### config.mk
export PLATFORM = sky130hd
export DESIGN_NAME = demux_l1_sched_flat
export DESIGN_NICKNAME = d
export VERILOG_FILES = /design/src/rtl/demux_l1_sched_pkg.sv /design/src/rtl/demux_l1_sched_if.sv /design/src/rtl/demux_l1_sched_rr_pick4.sv /design/src/rtl/demux_l1_sched.sv /design/src/flat_wrapper.sv
export SDC_FILE = /design/constraint.sdc
export NUM_CORES = 1
export LEC_CHECK = 0
export ABC_AREA = 1
export CORE_UTILIZATION = 39
export DETAILED_ROUTE_END_ITERATION = 10
export GPL_ROUTABILITY_DRIVEN = 0
export HOLD_SLACK_MARGIN = 0.02
export SLEW_MARGIN = 20
export SYNTH_ARGS = -nofsm -noshare
export SYNTH_HDL_FRONTEND = slang
export SYNTH_SLANG_ARGS = --single-unit
### constraint.sdc
create_clock -name clk_2f -period 4.3 [get_ports clk_2f]
set_clock_uncertainty 0.2 [all_clocks]
set_input_delay 0.86 -clock clk_2f [delete_from_list [all_inputs] [get_ports clk_2f]]
set_output_delay 0.86 -clock clk_2f [all_outputs]
set_load 0.01 [all_outputs]
### src/rtl/demux_l1_sched_pkg.sv
// Shared types and widths for the L1 2-to-4 demux lane scheduler.
package demux_l1_sched_pkg;
  localparam int NUM_LANES = 4;
  localparam int LANE_W    = 2;
  localparam int CNT_W     = 3;

  typedef enum logic {ST_IDLE = 1'b0, ST_ACTIVE = 1'b1} st_e;
  typedef logic [LANE_W-1:0] lane_t;
  typedef logic [CNT_W-1:0]  cnt_t;
endpackage

### src/rtl/demux_l1_sched_if.sv
// Upstream request/grant handshake between the L1 byte inputs and the scheduler.
interface demux_l1_sched_if;
  import demux_l1_sched_pkg::*;
  logic  valid1;
  logic  valid2;
  logic  grant0;
  logic  grant1;
  lane_t sel0;
  lane_t sel1;

  modport master (output valid1, valid2, input grant0, grant1, sel0, sel1);
  modport slave  (input valid1, valid2, output grant0, grant1, sel0, sel1);
endinterface

### src/rtl/demux_l1_sched_rr_pick4.sv
// Round-robin finder: first set bit of mask scanning upward from start, modulo 4.
module rr_pick4
  import demux_l1_sched_pkg::*;
(
  input  logic [NUM_LANES-1:0] mask,
  input  lane_t                start,
  output logic                 found,
  output lane_t                lane
);
  lane_t idx;

  // Scan from the far end so the lane closest to start overrides the rest.
  always_comb begin
    found = 1'b0;
    lane  = '0;
    idx   = '0;
    for (int k = NUM_LANES-1; k >= 0; k--) begin
      idx = start + lane_t'(k);
      if (mask[idx]) begin
        found = 1'b1;
        lane  = idx;
      end
    end
  end
endmodule

### src/rtl/demux_l1_sched.sv
// Credit-based round-robin lane scheduler steering two L1 byte inputs onto four lanes.
module demux_l1_sched
  import demux_l1_sched_pkg::*;
#(
  parameter int CREDITS = 4
) (
  input  logic                 clk_2f,
  input  logic                 reset_L,
  input  logic                 enable,
  input  logic [NUM_LANES-1:0] credit_ret,
  demux_l1_sched_if.slave      bus,
  output logic [NUM_LANES-1:0] lane_avail,
  output logic                 err_overflow,
  output logic                 active
);
  st_e                             state;
  logic [NUM_LANES-1:0][CNT_W-1:0] cnt, cnt_nxt;
  lane_t                           rr_ptr;
  logic [NUM_LANES-1:0]            elig, mask1, take, ovf;
  logic                            found0, found1, g0, g1;
  lane_t                           lane0, lane1, start1;

  // Input 1 never reuses input 0's lane; with no input-0 request it starts at rr_ptr.
  assign mask1  = bus.valid1 ? (elig & ~(NUM_LANES'(1) << lane0)) : elig;
  assign start1 = bus.valid1 ? lane_t'(lane0 + 1'b1) : rr_ptr;

  rr_pick4 u_pick0 (.mask(elig),  .start(rr_ptr), .found(found0), .lane(lane0));
  rr_pick4 u_pick1 (.mask(mask1), .start(start1), .found(found1), .lane(lane1));

  assign g0 = (state == ST_ACTIVE) && bus.valid1 && found0;
  assign g1 = (state == ST_ACTIVE) && bus.valid2 && found1;

  assign bus.grant0 = g0;
  assign bus.grant1 = g1;
  assign bus.sel0   = g0 ? lane0 : '0;
  assign bus.sel1   = g1 ? lane1 : '0;

  for (genvar i = 0; i < NUM_LANES; i++) begin : g_lane
    assign elig[i] = |cnt[i];
    assign take[i] = (g0 && lane0 == lane_t'(i)) || (g1 && lane1 == lane_t'(i));
    // A return to a full lane with no grant is dropped rather than wrapped.
    assign ovf[i]  = credit_ret[i] && !take[i] && (cnt[i] == cnt_t'(CREDITS));
    assign cnt_nxt[i] = ovf[i] ? cnt[i]
                               : cnt[i] - cnt_t'(take[i]) + cnt_t'(credit_ret[i]);
  end

  always_ff @(posedge clk_2f or negedge reset_L) begin
    if (!reset_L) begin
      for (int i = 0; i < NUM_LANES; i++) cnt[i] <= cnt_t'(CREDITS);
      lane_avail   <= '1;
      err_overflow <= 1'b0;
      rr_ptr       <= '0;
    end else begin
      cnt <= cnt_nxt;
      for (int i = 0; i < NUM_LANES; i++) lane_avail[i] <= |cnt_nxt[i];
      if (|ovf) err_overflow <= 1'b1;
      if (g1)      rr_ptr <= lane1 + 1'b1;
      else if (g0) rr_ptr <= lane0 + 1'b1;
    end
  end

  always_ff @(posedge clk_2f or negedge reset_L) begin
    if (!reset_L) begin
      state  <= ST_IDLE;
      active <= 1'b0;
    end else begin
      case (state)
        ST_IDLE:   if (enable)  begin state <= ST_ACTIVE; active <= 1'b1; end
        ST_ACTIVE: if (!enable) begin state <= ST_IDLE;   active <= 1'b0; end
        default:   begin state <= ST_IDLE; active <= 1'b0; end
      endcase
    end
  end
endmodule

### src/flat_wrapper.sv
// flat-port wrapper written by rule: the top's interface ports become plain ports
module demux_l1_sched_flat import demux_l1_sched_pkg::*;
#(
  parameter int CREDITS = 4
)
  (clk_2f, reset_L, enable, credit_ret, lane_avail, err_overflow, active, bus_valid1, bus_valid2, bus_grant0, bus_grant1, bus_sel0, bus_sel1);
  demux_l1_sched_if bus_i ();
  input  logic clk_2f;
  input  logic reset_L;
  input  logic enable;
  input  logic [NUM_LANES-1:0] credit_ret;
  output logic [NUM_LANES-1:0] lane_avail;
  output logic err_overflow;
  output logic active;
  input wire logic [$bits(bus_i.valid1)-1:0] bus_valid1;
  input wire logic [$bits(bus_i.valid2)-1:0] bus_valid2;
  output wire logic [$bits(bus_i.grant0)-1:0] bus_grant0;
  output wire logic [$bits(bus_i.grant1)-1:0] bus_grant1;
  output wire logic [$bits(bus_i.sel0)-1:0] bus_sel0;
  output wire logic [$bits(bus_i.sel1)-1:0] bus_sel1;
  assign bus_i.valid1 = bus_valid1;
  assign bus_i.valid2 = bus_valid2;
  assign bus_grant0 = bus_i.grant0;
  assign bus_grant1 = bus_i.grant1;
  assign bus_sel0 = bus_i.sel0;
  assign bus_sel1 = bus_i.sel1;
  demux_l1_sched #(.CREDITS(CREDITS)) u_core (.clk_2f(clk_2f), .reset_L(reset_L), .enable(enable), .credit_ret(credit_ret), .bus(bus_i), .lane_avail(lane_avail), .err_overflow(err_overflow), .active(active));
endmodule
Figure 1. M1 wires (run 1).
Scale: 6 px per um. Supply wires on this layer in grey.
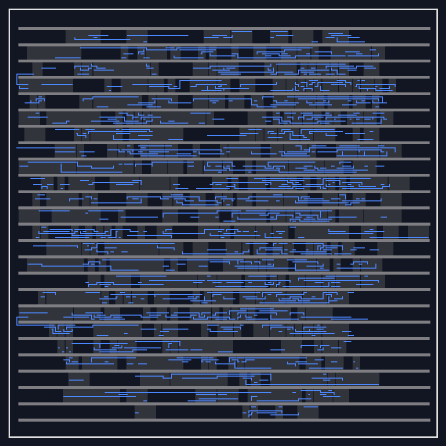
share of all routed wire: 47%
nets with wire on the layer: 338
main direction: horizontal
total via count after detailed routing: 1891
routed wire length: 4927 um

Figure 2. Metal 2 (run 1).
Scale: 6 px per um.
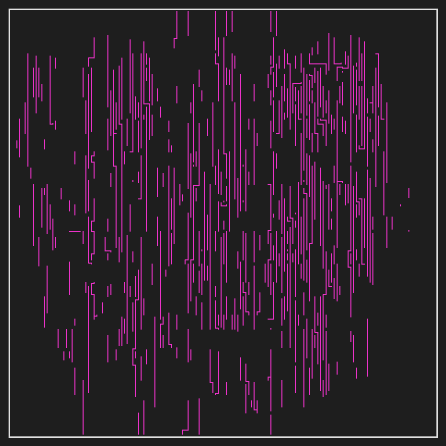
wire length on this layer: 2370 um
longest straight run: 24.5 um

Figure 3. M3 wires (run 1).
Scale: 8 px per um.
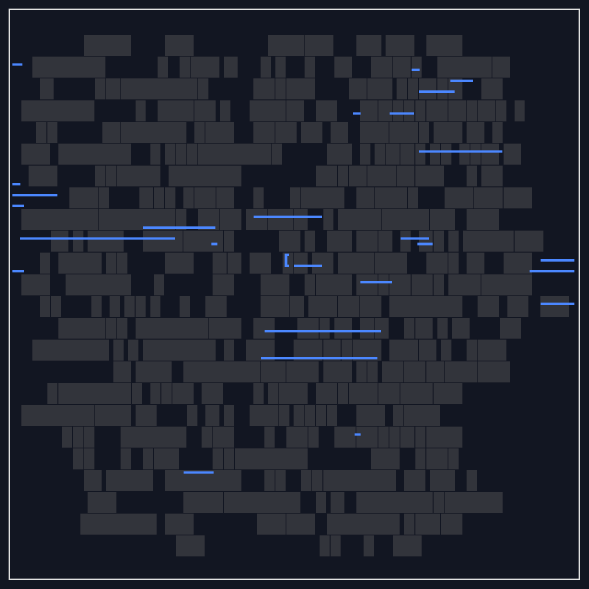
nets with wire on the layer: 21
wire length on this layer: 125 um

Figure 4. Clock distribution (run 1).
Scale: 4 px per um.
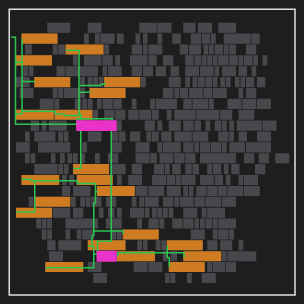
[flip-flops] orange | count: 21
[clock-net drivers] magenta | count: 3
[clock wires] green | length: 288 um
routed clock nets: 4
clock network latency to the later pin of the worst-skew pair: 0.26 ns

==> run summary, run 1 <==
Main metrics from the flow reports.

The warning count from the yosys run is 0. The met3 track utilization from global routing is 2.137%. The length of routed met3 wiring came out at between 100 and 150 um. The most common library cell in the layout ignoring fill and taps is sky130_fd_sc_hd__nand2_1. The destination of the worst register-to-register timing path is u_core.lane_avail[0]$_DFF_PN1_. For this run, combinational gates with multiple inputs come to 185. The CTS report gives the tree buffer count as 3.

In the layout the commonest cells are 62 x sky130_fd_sc_hd__nand2_1, 46 x sky130_fd_sc_hd__inv_1, 44 x sky130_fd_sc_hd__buf_4, 25 x sky130_fd_sc_hd__nand3_2, 21 x sky130_fd_sc_hd__nand2_2. The number of antenna diodes came out at 0. For hold timing, the worst endpoint is u_core.active$_DFFE_PN0P_. Entering global routing, the biggest net connects 22 pins.

Synthesis instantiated 27 different standard cells from the library. The placeable core region is 0.004474 mm2. The clock buffer and inverter area fraction after layout came out at 1.655%.

The flow ran to the end, and the final reports show no timing, DRC or antenna violations. In this run the vertical extent of the chip is 71.07 um. The multiplexer share of the synthesized area came out at 0%.

The startpoint of the tightest hold check path is u_core.active$_DFFE_PN0P_. The nature of the critical path endpoint is a flip-flop. The final hold violation count recorded for this run is 0. After layout the signal buffers, clock cells excluded, come to 20.45% of cell area. The number of standard cells reported by yosys came out at about 260.

u_core.cnt holds more flip-flops than any other register. The post-route fraction of the period consumed by the critical path came out at 96.12%. The category of the critical setup timing path is input port to flip-flop. The top-level I/O count came out at 21.

The cell area after synthesis is 0.001861 mm2. Before placement the cells fill 41.58% of the core. The total cell area reported by yosys after synthesis is approximately 0.0019 mm2. The number of global-route vias before repair is 1714. The total number of sequential cells came out at 21. The worst hold path was traced through 2 stages.

The maximum fanout encountered on the critical timing path came out at 7. The leftover overflow at the end of global routing came out at 0. The number of hold buffers added after CTS is 0. The stage logs contain a warning count of 31. The flip-flop count of the largest register, all copies and words added came out at 12. Per the timing report, the achievable frequency comes out to 0.2419 GHz.

The standard cell with the maximum stage delay on the critical path is sky130_fd_sc_hd__clkdlybuf4s50_1. The pre-CTS setup slack is 0.02938 ns. The area taken by multi-input logic gates is 0.001354 mm2. The ratio of routed vias to standard cells is 4.874. The xor/xnor cell area share of the yosys netlist is 2.824%.

The delay of the slowest cell on the worst path is 0.70 ns. The last timing report of the flow puts the setup violation total at 0. The area taken by flip-flops and latches is 536.8 um2. The number of placement rows came out at 24.
run 1: Yosys cell counts (3+ instances only):
cell and count:
sky130_fd_sc_hd__nand2_1 76, sky130_fd_sc_hd__fa_1 4, sky130_fd_sc_hd__nand3_2 8, sky130_fd_sc_hd__ha_1 13
sky130_fd_sc_hd__xnor2_1 3, sky130_fd_sc_hd__nand3_1 30, sky130_fd_sc_hd__dfstp_2 8, sky130_fd_sc_hd__nor2_1 15
sky130_fd_sc_hd__inv_1 53, sky130_fd_sc_hd__o21ai_0 9, sky130_fd_sc_hd__nand4_1 4, sky130_fd_sc_hd__nand2_2 9
sky130_fd_sc_hd__dfrtp_1 13, sky130_fd_sc_hd__inv_2 4, sky130_fd_sc_hd__xor2_1 3
==> inputs of run 2 (changes only) <==
--- a/config.mk
+++ b/config.mk
@@ -6,11 +6,13 @@
 export NUM_CORES = 1
 export LEC_CHECK = 0
 export ABC_AREA = 1
-export CORE_UTILIZATION = 39
+export CORE_UTILIZATION = 51
 export DETAILED_ROUTE_END_ITERATION = 10
 export GPL_ROUTABILITY_DRIVEN = 0
 export HOLD_SLACK_MARGIN = 0.02
+export PLACE_DENSITY = 0.76
 export SLEW_MARGIN = 20
 export SYNTH_ARGS = -nofsm -noshare
 export SYNTH_HDL_FRONTEND = slang
 export SYNTH_SLANG_ARGS = --single-unit
+export TNS_END_PERCENT = 30
Figure 5. M1 wires (run 2).
Scale: 8 px per um. Supply wires on this layer in grey.
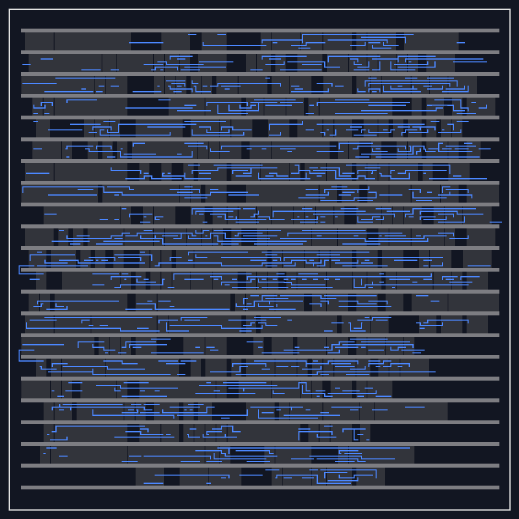
share of all routed wire: 42%
longest straight run: 23.9 um
main direction: horizontal
wire length on this layer: 2210 um
nets with wire on the layer: 329
total via count after detailed routing: 1953
M1 GR Usage: 31.89%
routed wire length: 5265 um

Figure 6. M4 wires (run 2).
Scale: 6 px per um. Supply wires on this layer in grey.
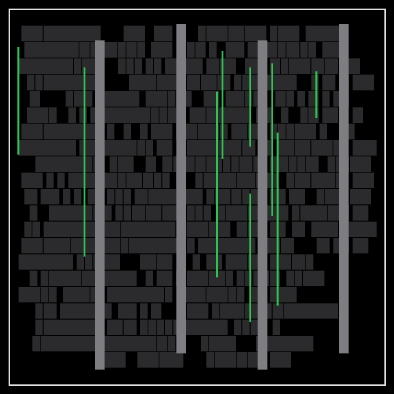
wire length on this layer: 192 um
share of all routed wire: 3.7%
nets with wire on the layer: 9
longest straight run: 31.3 um
main direction: vertical

==> run summary, run 2 <==
Main metrics from the flow reports.

The cell area after synthesis came out at 0.001861 mm2 (unchanged). The clock-pin slew on the worst setup and hold paths came out at approximately 0.12 ns. In this run the remaining antenna-violating nets after routing total 0. The post-synth tally of flip-flops with integrated enable is 0.

STA classifies the critical path startpoint as a flip-flop. For flop-to-flop paths, the worst setup slack is 0.05 ns. The post-route fraction of the period consumed by the critical path is 98.86% (+2.7 points).

The sink count of the clock tree is 21. The fraction of synthesized cell area taken by the top area cell type came out at 17.48%. The number of antenna diodes came out at 0 (unchanged). The count of final hold-check violations is 0 (unchanged).

In the hold report, the worst path ends at u_core.active$_DFFE_PN0P_. The largest registers in the layout are u_core.cnt: 12 flops, u_core.lane_avail: 4 flops, u_core.rr_ptr: 2 flops. The number of global-route vias before repair came to 1840 (+7.4%).

Per the CTS log, the root buffer master is sky130_fd_sc_hd__clkbuf_4. The count of tool warnings came out at 30 (-3.2%).

The flip-flop count of the largest register, all copies and words added is 12 (unchanged). The worst-case hold slack is 0.3614 ns. The routed wirelength on the met1 layer is recorded as 2205 um. More flip-flops sit in one register than any other, and that register is u_core.cnt. The leftover overflow at the end of global routing came to 0 (unchanged).

met2 is the most crowded layer. The remaining max-slew budget at the tightest pin is 36.60%. The warning count from the yosys run is 0 (unchanged). The number of register bits inferred by synthesis came out at 21. By count the netlist is led by 76 x sky130_fd_sc_hd__nand2_1, 53 x sky130_fd_sc_hd__inv_1, 30 x sky130_fd_sc_hd__nand3_1, 15 x sky130_fd_sc_hd__nor2_1. The placement-stage cell area is 0.002386 mm2. The critical path endpoint has a required time of 4.35 ns. The pre-CTS setup slack came out at -0.1206 ns (-0.1499 ns). The maximum clock frequency came out at 0.2352 GHz (-2.8%). The count of distinct cell types in the synthesized netlist came out at 27 (unchanged). The number of placement rows is 21 (-13%).

The pin count of the biggest net entering global routing was 22 (unchanged). The ratio of routed vias to standard cells is 5.208 (+6.9%). The total cell area reported by yosys after synthesis is 0.001861 mm2 (unchanged). For the worst reg-to-reg path, the startpoint reported by OpenROAD is u_core.cnt[5]$_DFF_PN1_.

The final design utilization came out at 77.77%. The met2 wire length is 2613 um.

The critical path in this run is classified as flip-flop to flip-flop. The final non-filler cell total came out at ~380. In the layout the commonest cells are 66 x sky130_fd_sc_hd__nand2_1, 47 x sky130_fd_sc_hd__inv_1, 38 x sky130_fd_sc_hd__buf_4, 23 x sky130_fd_sc_hd__nand3_2, 19 x sky130_fd_sc_hd__nand2_2. The cell repeated most along the worst path is sky130_fd_sc_hd__inv_1. The top-level I/O count was 21 (unchanged). The startpoint of the most critical setup path is u_core.cnt[5]$_DFF_PN1_. TritonCTS built the clock tree. The maximum fanout encountered on the critical timing path came out at 3 (-4). The library cell used most frequently in the layout, excluding fill and tap cells, is sky130_fd_sc_hd__nand2_1. The highest metal layer used by the detailed router is met4. The initial antenna violation count came out at 0.

The clock latency reported for the late side of the worst-skew pair is 0.32 ns (+0.06 ns). The length of routed met3 wiring came out at 253 um (+100%). The delay of the slowest cell on the worst path is 0.55 ns (-0.15 ns). Looking at the clock tree report, the maximum root-to-sink buffer count equals 2.

The worst hold-check path type is flip-flop to flip-flop. The cell count of the worst hold path came out at 2 (unchanged).

The average instance area after synthesis came out at between 7 and 8 um2. The depth of the critical timing path with buffers and inverters included is 28. The cell taking the most area after synthesis is sky130_fd_sc_hd__dfrtp_1. The number of standard cells reported by yosys is 264 (unchanged).

The placeable core region is 0.003416 mm2 (-24%). The final worst slack is 0.04905 ns. The number of hold buffers added after CTS came out at 0 (unchanged). The slowest stage of the critical path belongs to the cell sky130_fd_sc_hd__dfstp_2. The total of endpoints with negative setup slack in the final report came to 0 (unchanged). By instance count, the leading cell after synthesis is sky130_fd_sc_hd__nand2_1. The fraction of the core area occupied by cells at floorplan came out at 54.47% (+13 points). The met3 track utilization from global routing was 3.102% (+0.97 points). The die extent in x came out at 62.40 um. The destination of the worst register-to-register timing path is u_core.lane_avail[0]$_DFF_PN1_. The dominant synthesized flop cell is sky130_fd_sc_hd__dfrtp_1. The floorplan net count is approximately 290. The vertical die dimension was 62.40 um (-12%). Looking at the clock tree report, the H-tree level count equals 1. The overall track demand over capacity in global routing is 25.63%. The startpoint of the tightest hold check path is u_core.active$_DFFE_PN0P_. The flow ran to the end, and the final reports show no timing, DRC or antenna violations. The nature of the critical path endpoint is a flip-flop. The clock buffer count from CTS is 3 (unchanged).
## run 2: cell families after synthesis
family                   synth area share, %
buffers and inverters                  11.70
flip-flops                             28.78
AND/OR/NAND/NOR                        37.73
adder cells (fa/ha/maj)                13.05
AND-OR/OR-AND                          5.918
XOR/XNOR                               2.825
## run 2: cell type report
| class | instances | area [um2] |
|---|---|---|
| Sequential cell | 21 | 535.5 |
| Tap cell | 46 | 57.56 |
| Clock inverter | 1 | 5.005 |
| Inverter | 58 | 217.7 |
| Multi-Input combinational cell | 185 | 1301 |
| Fill cell | 242 | 759.5 |
| Timing Repair Buffer | 61 | 516.7 |
| Clock buffer | 3 | 22.52 |
## run 2: timing repair
item,CTS,global route
setup endpoints to repair,13,15
pin swaps,2,23
buffers inserted,3,4
gates resized,16,54
==> inputs of run 3 (changes only) <==
==> constraint.sdc (replaced) <==
create_clock -name clk_2f -period 4.3 [get_ports clk_2f]
set_clock_uncertainty 0.2 [all_clocks]
set_input_delay 0.86 -clock clk_2f [delete_from_list [all_inputs] [get_ports clk_2f]]
set_output_delay 0.86 -clock clk_2f [all_outputs]
set_load 0.1 [all_outputs]
Figure 7. M4 wires (run 3).
Scale: 6 px per um. Supply wires on this layer in grey.
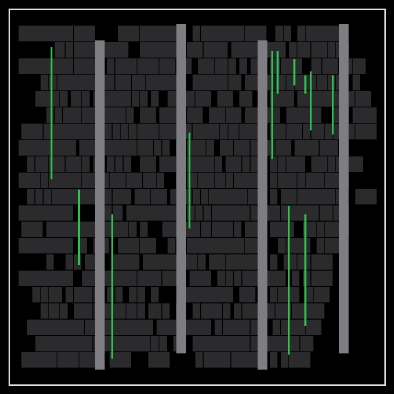
longest straight run: 24.5 um
share of all routed wire: 3.0%

Figure 8. M1 wires (run 3).
Scale: 8 px per um. Supply wires on this layer in grey.
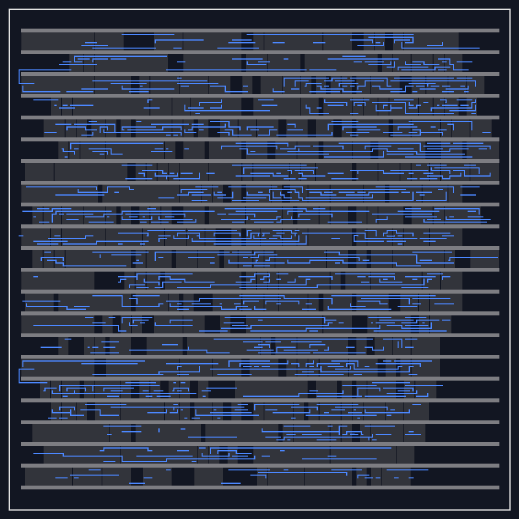
share of all routed wire: 44%
wire length on this layer: 2420 um
longest straight run: 22.5 um
main direction: horizontal
nets with wire on the layer: 337

==> run summary, run 3 <==
Main metrics from the flow reports.

The data required time of the critical path was 3.24 ns (-1.11 ns). The floorplan net count came to 290 (unchanged). The worst-case hold path end point is u_core.active$_DFFE_PN0P_.

In this run the critical register-to-register path is launched from u_core.cnt[0]$_DFF_PN0_. The flip-flop count of the largest register, all copies and words added came out at 12 (unchanged). The vertical die dimension came out at 62.40 um (unchanged). The fraction of synthesized cell area taken by the top area cell type came out at 17.48% (unchanged).

The ratio of routed vias to standard cells is 5.437 (+4.4%). Of all cell types, the one taking the most synthesized area is sky130_fd_sc_hd__dfrtp_1. The proportion of cell area occupied by registers is 19.21% (-0.95 points). For reference, the top cells by count after synthesis are 76 x sky130_fd_sc_hd__nand2_1, 53 x sky130_fd_sc_hd__inv_1, 30 x sky130_fd_sc_hd__nand3_1, 15 x sky130_fd_sc_hd__nor2_1. Per the cell usage report, the commonest logic cells after layout are 60 x sky130_fd_sc_hd__nand2_1, 45 x sky130_fd_sc_hd__inv_1, 39 x sky130_fd_sc_hd__buf_4, 20 x sky130_fd_sc_hd__nand3_2, 19 x sky130_fd_sc_hd__nand2_2. The warning count from the yosys run came out at 0 (unchanged).

The length of routed met3 wiring came out at 320 um (+26%). The final wirelength came to 5529 um (+5.0%). The fraction of area in non-clock buffers is 18.85% (-0.60 points). The number of buffers outside the clock class in the layout came to 59 (-3.3%). The average instance area after synthesis came to 7.047 um2 (unchanged).

The placeable core region is 0.003416 mm2 (unchanged). The total number of sequential cells came out at 21 (unchanged). The post-route antenna net violation count is 0 (unchanged). The largest registers in the layout are u_core.cnt: 12 flops, u_core.lane_avail: 4 flops, u_core.rr_ptr: 2 flops.

The count of instances resized after the clock tree is built came out at 14 (-2). The top-level I/O count is 21 (unchanged). The final worst slack came to -0.04209 ns (-0.09114 ns). The pre-CTS setup slack is -0.1453 ns (-0.02475 ns). The overall track demand over capacity in global routing was 23.32% (-2.3 points).

The flow ran to the end, but the final reports show violations. The fraction of area in multi-input gates came out at 50.74% (+1.8 points). By instance count after routing, the leading logic cell type is sky130_fd_sc_hd__nand2_1. The number of buffers added for setup after CTS is 2 (-1). The maximum root-to-sink buffer count was 2 (unchanged). The CTS H-tree depth came out at 1 (unchanged). Among all flip-flop cells after synthesis, the most frequent one is sky130_fd_sc_hd__dfrtp_1. The number of global-route vias before repair came out at 1711 (-7.0%). The initial antenna violation count came out at 0 (unchanged). The total cell area reported by yosys after synthesis is 0.001861 mm2 (unchanged). The worst reg-to-reg setup slack is 0 ns (-0.05 ns). The cell area after synthesis came out at 0.001861 mm2 (unchanged). The final non-filler cell total is 373 (-0.53%). Routed signal wires occupy layers up through met4. The cell kind with the greatest summed area is logic gates.

The post-synth tally of flip-flops with integrated enable came out at 0 (unchanged). The worst setup path is launched from a flip-flop. The total routed wire length on the met1 layer came out at 2423 um (+9.9%). The number of register bits inferred by synthesis is 21 (unchanged). The final reports fail on setup timing.

The standard cell with the maximum stage delay on the critical path is sky130_fd_sc_hd__dfrtp_1. The non-clock inverter instance count of the final layout came to 58 (unchanged). The TritonCTS clock tree is yes.

The number of hold buffers added after CTS came out at 0 (unchanged). The total of endpoints with negative setup slack in the final report was 3 (+3). The clock-pin slew on the worst setup and hold paths came out at 0.11 ns (about the same). The total number of tap cells came to 46 (unchanged). The via total after detailed routing came out at 2028 (+3.8%). The worst-case hold slack is 0.3550 ns (-0.006397 ns).

The number of standard cells reported by yosys came out at 264 (unchanged). The delay of the slowest cell on the worst path is 0.41 ns (-0.14 ns). The die extent in x was 62.40 um (unchanged). The count of tool warnings is 31 (+3.3%). In this run the critical register-to-register path is captured at u_core.lane_avail[0]$_DFF_PN1_. The maximum fanout encountered on the critical timing path is 5 (+2). CTS placed an instance of sky130_fd_sc_hd__clkbuf_4 at the clock tree root. The met2 wire length was 2620 um (+0.27%). The category of the critical setup timing path is flip-flop to output port.

The number of combinational gates with multiple inputs is 185 (unchanged). The cell count of the worst hold path came to 1 (-1). The leftover overflow at the end of global routing is 0 (unchanged).
run 3: cell count changes in the layout (fill, tap and decap cells not counted), moves of 3 or more:
cell | before | now
sky130_fd_sc_hd__clkdlybuf4s50_1 | 17 | 14
sky130_fd_sc_hd__nand2_1 | 66 | 60
sky130_fd_sc_hd__nand2_4 | 1 | 7
sky130_fd_sc_hd__nand3_2 | 23 | 20
sky130_fd_sc_hd__nand3_4 | 1 | 6
run 3: logic make-up (layout without fill, tap and decap cells):
family                   after synthesis  count (layout)  share of synthesized area, %
buffers and inverters                 58             121                         11.70
AND-OR/OR-AND                         16              16                         5.918
XOR/XNOR                               6               6                         2.825
adder cells (fa/ha/maj)               17              17                         13.05
flip-flops                            21              21                         28.78
AND/OR/NAND/NOR                      146             146                         37.73

==> gallery <==
Congestion heat map.
panel A
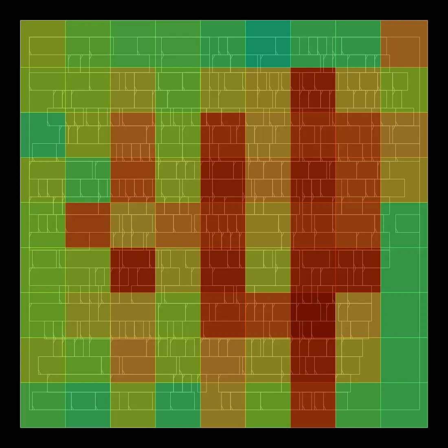
panel B
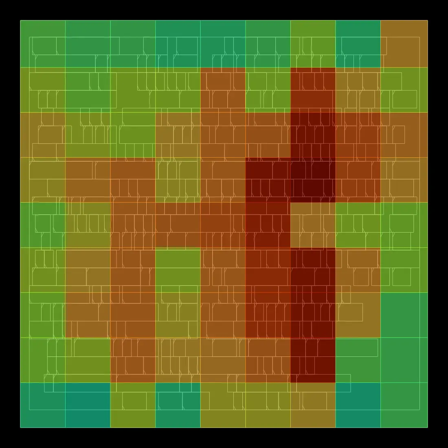
panel C
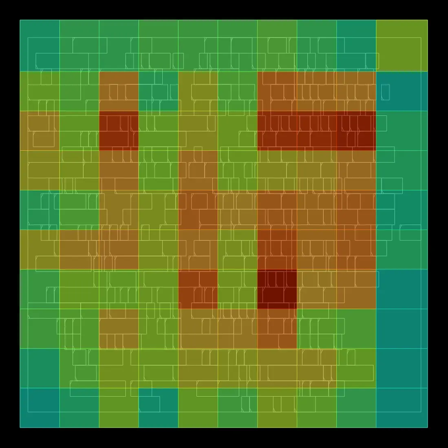
Run 3 is panel A.
Run 1 is panel C.
Run 2 is panel B.
- lowest track usage: panel C

